**config.mk**
```make
export PLATFORM = sky130hd
export DESIGN_NAME = fetch_decode_queue
export DESIGN_NICKNAME = d
export VERILOG_FILES = /design/src/rtl/fetch_decode_queue.sv
export SDC_FILE = /design/constraint.sdc
export NUM_CORES = 1
export LEC_CHECK = 0
export ABC_CLOCK_PERIOD_IN_PS = 27600
export CAP_MARGIN = 10
export CORE_MARGIN = 5
export CORE_UTILIZATION = 50
export CTS_BUF_LIST = sky130_fd_sc_hd__clkbuf_8
export CTS_CLUSTER_DIAMETER = 150
export DETAILED_ROUTE_END_ITERATION = 12
export GPL_TIMING_DRIVEN = 0
export PLACE_DENSITY = 0.74
export SKIP_LAST_GASP = 1
export SYNTH_ARGS = -nofsm -noshare
export SYNTH_HDL_FRONTEND = slang
export SYNTH_SLANG_ARGS = --single-unit
```
**constraint.sdc**
```tcl
create_clock -name clk -period 27.6 [get_ports clk]
set_input_delay 4.14 -clock clk [delete_from_list [all_inputs] [get_ports clk]]
set_output_delay 4.14 -clock clk [all_outputs]
set_load 0.005 [all_outputs]
```
**src/rtl/fetch_decode_queue.sv**
```systemverilog
// rtl/fetch_decode_queue.sv - fetch-to-decode instruction queue with NOP bubble on empty
// Circular buffer of {PC, instr, PC+4}; outputs are driven from registers only.
module fetch_decode_queue #(
  parameter int                WIDTH = 32,
  parameter int                DEPTH = 4,
  parameter logic [WIDTH-1:0]  NOP   = 32'h00000013
) (
  input  logic                       clk,
  input  logic                       rst,
  input  logic                       flush,
  input  logic                       validF,
  input  logic [WIDTH-1:0]           PCF,
  input  logic [WIDTH-1:0]           instrF,
  input  logic [WIDTH-1:0]           PCPlus4F,
  output logic                       readyF,
  input  logic                       stallD,
  output logic                       validD,
  output logic [WIDTH-1:0]           PCD,
  output logic [WIDTH-1:0]           instrD,
  output logic [WIDTH-1:0]           PCPlus4D,
  output logic [$clog2(DEPTH+1)-1:0] count
);

  localparam int PW = $clog2(DEPTH);
  localparam int CW = $clog2(DEPTH+1);

  logic [WIDTH-1:0] pc_q    [DEPTH];
  logic [WIDTH-1:0] instr_q [DEPTH];
  logic [WIDTH-1:0] pc4_q   [DEPTH];

  logic [PW-1:0] wr_q, wr_d;
  logic [PW-1:0] rd_q, rd_d;
  logic [CW-1:0] count_q, count_d;
  logic          push, pop;

  assign readyF = (count_q != CW'(DEPTH));
  assign validD = (count_q != '0);
  assign count  = count_q;

  // A flush cancels both sides of the handshake in the cycle it is raised.
  assign push = validF && readyF && !flush;
  assign pop  = validD && !stallD && !flush;

  always_comb begin
    wr_d    = wr_q;
    rd_d    = rd_q;
    count_d = count_q;
    if (rst || flush) begin
      wr_d    = '0;
      rd_d    = '0;
      count_d = '0;
    end else begin
      if (push) wr_d = wr_q + PW'(1);
      if (pop)  rd_d = rd_q + PW'(1);
      if (push && !pop)      count_d = count_q + CW'(1);
      else if (pop && !push) count_d = count_q - CW'(1);
    end
  end

  always_ff @(posedge clk) begin
    if (rst) begin
      wr_q    <= '0;
      rd_q    <= '0;
      count_q <= '0;
    end else begin
      wr_q    <= wr_d;
      rd_q    <= rd_d;
      count_q <= count_d;
    end
  end

  // Storage is never cleared; stale entries are masked by count == 0.
  always_ff @(posedge clk) begin
    if (push && !rst) begin
      pc_q[wr_q]    <= PCF;
      instr_q[wr_q] <= instrF;
      pc4_q[wr_q]   <= PCPlus4F;
    end
  end

  assign PCD      = validD ? pc_q[rd_q]    : '0;
  assign instrD   = validD ? instr_q[rd_q] : NOP;
  assign PCPlus4D = validD ? pc4_q[rd_q]   : '0;

endmodule

```
**Cell outlines without signal wires**

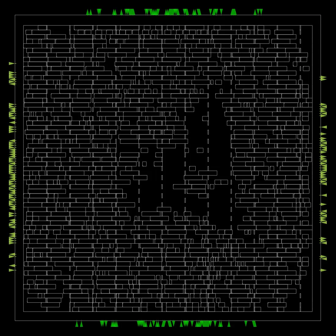
CORE AREA: 0.0296 mm^2
sequential share of cell area: 0.614
# Taps: 390

**Sizing map**

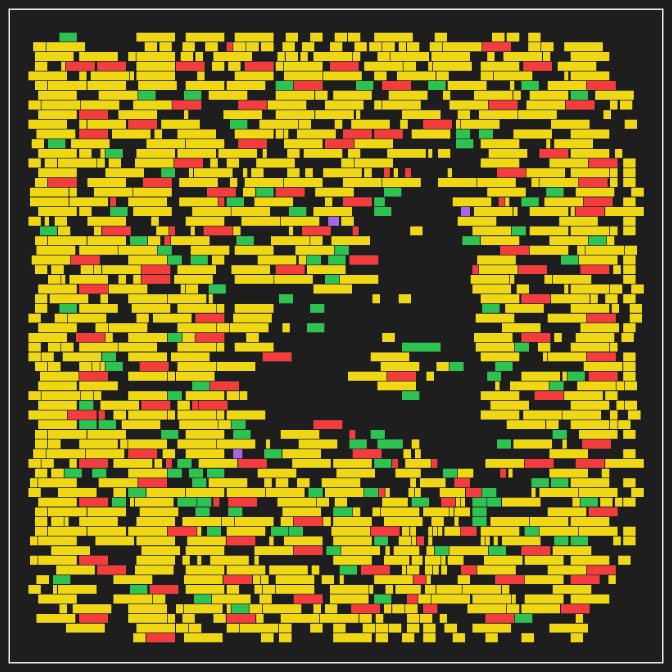
color	size	cells	most used
red	_2 cells	124	mux4_2
yellow	_0 and _1 cells	776	edfxtp_1
green	_6 and larger	113	clkbuf_8
purple	_3 and _4 cells	3	clkinvlp_4

**Clock wires, drivers and flops**

The bar under the picture is 50 um long.
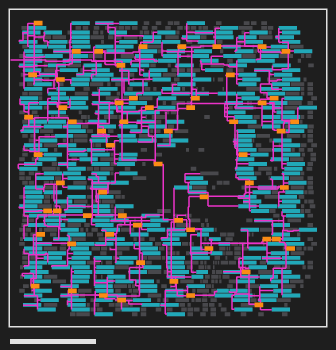
[cyan] flip-flops | count: 393
[orange] clock drivers | count: 60
[magenta] clock wires | length: 4350 um
routed clock nets	61
flops lie	all over the die

==> impl_metrics.json <==
{
  "htreeDepth": 2,
  "warning_count": 29,
  "ys_cells": 661,
  "ys_seq_share": 0.782,
  "top_area_cell": "edfxtp_1",
  "synth_flops": 393,
  "finish.utilization": 0.644,
  "regToRegSetupSlack_ns": 25.01,
  "syn_area_per_cell_um2": 22.7,
  "clk_pin_slew_ns": 0.06,
  "r2r_cells": 6,
  "tightest_slew_ns": 0.922,
  "p_total_mw": 1.17,
  "overflow": 0,
  "hold_path.startpoint": "rd_q[1]",
  "peakVddDrop_v": 0.0000473,
  "fillers": 2042,
  "root_buffer": "clkbuf_8",
  "crit_fanout": 10,
  "r2r_start": "count[0]",
  "holdWs_ns": 0.504,
  "powerDensity_mw_per_mm2": 61.4,
  "rows": 63,
  "fp.dieH_um": 183,
  "max_slew_margin": 0.383,
  "synth_cell_types": 26,
  "final_cell_area_mm2": 0.0191,
  "period_needed_ns": 7.31,
  "period_used_share": 0.265,
  "routed-via-count": 7290,
  "dpl.cell_count": 1295,
  "place.gp.congestion": 0.711,
  "leakage_nw": 6.19,
  "antenna_found_initial": 1,
  "critPathKind": "register to primary output",
  "layout-drive-gt1-share": 0.236,
  "remaining_drc_errors": 0,
  "fp.dieW_um": 183,
  "ys_warn_count": 0,
  "critPathLaunchType": "register",
  "setup-tns-final_ns": 0,
  "grtUsageMet2": 0.309,
  "floorplanUtilization": 0.505,
  "max_freq_ghz": 0.137,
  "firstDrtPassIters": 4,
  "cts_resized": 0,
  "cts_tree": "built",
  "met1_usage": 0.221,
  "cts_hold_buf": 0,
  "rsz0062_at_grt": "false",
  "cts.sinks": 393,
  "slew_violations": 0,
  "antenna_cells": 0,
  "outcome": "complete, no violations",
  "hold_class": "register to register",
  "cp-startpoint": "count[0]",
  "cap_viol_max_count": 0,
  "top_cell_area_share": 0.770,
  "grt_pass1_wl_mm": 45.9,
  "fp_nets": 768,
  "syn_inst": 661,
  "grtUsageTotal": 0.177,
  "cp-endpoint": "instrD[26]",
  "grt_max_degree": 17,
  "pin_count": 202,
  "r2r-end": "instr_q[2][31]",
  "numCtsBuffers": 60,
  "ant_nets": 0,
  "wl_mm": 29.4,
  "comb_area_mm2": 0.00307,
  "skew_ns": 0.0173,
  "area_growth_pct": 27.4,
  "crit_arrival_ns": 3.17,
  "grt_pass1_vias": 8104,
  "hold_viol": 0,
  "dieArea_mm2": 0.0335,
  "io_buffers": 201,
  "ys_area_mm2": 0.0150,
  "met3_usage": 0.0545,
  "cp.required_ns": 23.46,
  "synth_area_mm2": 0.0150,
  "fin_ws_ns": 20.29,
  "regArea_mm2": 0.0117,
  "nets": 1074,
  "drt-initial-drc-count": 341,
  "topCellsByArea": "edfxtp_1, mux4_2, and2_1",
  "post-dp-hpwl_mm": 20.5,
  "routed_via_density": 5.18,
  "cts.repair_timing.setup_buffer_count": 0,
  "crit_path_end_kind": "primary output",
  "place_area_mm2": 0.0180,
  "clock_latency_ns": 0.59,
  "final_cells": 1406,
  "routedWlPerCell_um": 20.9,
  "final-setup-viol-count": 0,
  "busiest_layer": "met2"
}
flip-flops by register name, indices dropped and copies added, names as in the netlist, named ones only:
signal and flops:
instr_q 128, pc4_q 128, pc_q 128, count 3
rd_q 2, wr_q 2
synth_stat cells:
cell type,instances
and2_1,93
buf_12,1
a21oi_1,4
nor2_1,5
nand2b_1,1
nor3_2,1
buf_2,11
or2_1,3
dfxtp_1,9
clkbuf_1,16
edfxtp_1,384
or3_1,4
o21ai_0,3
nor3b_1,4
or2_2,1
mux2_2,1
or3b_2,1
xor2_1,2
mux2i_1,2
ha_1,5
nand2_1,2
mux4_2,96
nand3b_2,1
fa_1,1
inv_1,5
buf_6,5
layout by cell type (no fill, tap or decap), drive strengths merged:
cell	instances
mux4	96
edfxtp	384
or3	4
clkinvlp	2
nor3b	4
nand2b	1
clkdlybuf4s50	201
mux2i	2
a21oi	4
nor3	1
o21ai	3
and2	93
nor2	5
ha	5
dfxtp	9
clkbuf	77
nand3b	1
or2	4
bufinv	1
or3b	1
inv	27
nand2	2
fa	1
xor2	2
buf	60
clkinv	25
mux2	1
critical path, stage by stage, from the launching register on:
cell and delay, ns:
dfxtp_1 0.44, nor3_2 0.14, inv_1 0.19, clkbuf_1 0.62, clkbuf_1 0.43, and2_1 0.21
clkdlybuf4s50_1 0.57
worst min path at each step:
stage | end | slack (ns) | depth (start not counted)
after CTS | register | 0.51 | 2
after global routing | register | 0.54 | 2
after detailed placement | register | 0.50 | 2
final | register | 0.50 | 2
after floorplan | register | 0.46 | 2
after global placement | rd_q[1] | 0.47 | 2
cell families (layout without fill, tap and decap cells):
kind of cell / after synthesis / count (layout) / synth area share
xor+xnor: 2 / 2 / 0.00117
mux: 99 / 99 / 0.146
compound gates: 7 / 7 / 0.00234
buf+inv: 38 / 393 / 0.0140
fa+ha+maj: 6 / 6 / 0.00551
flops: 393 / 393 / 0.782
simple gates: 116 / 116 / 0.0484
report_power, final:
part	internal [mW]	total (mW)	switching (mW)
Combinational	0.0478	0.0815	0.0338
Sequential	0.661	0.663	0.00157
Clock	0.216	0.427	0.211
Total	0.925	1.17	0.247
area by class of cell:
| cell class | instances | area share |
|---|---|---|
| Buffer | 33 | 0.0100 |
| Clock buffer | 61 | 0.0440 |
| Clock inverter | 50 | 0.0131 |
| Inverter | 5 | 0.000984 |
| Multi-Input combinational cell | 230 | 0.161 |
| Sequential cell | 393 | 0.614 |
| Tap cell | 390 | 0.0256 |
| Timing Repair Buffer | 244 | 0.131 |
per-layer routing:
layer  share of wire  wire length [um]
met1            0.39             11500
met2            0.52             15300
met5         0.00037                11
met3           0.074              2160
met4           0.013               389
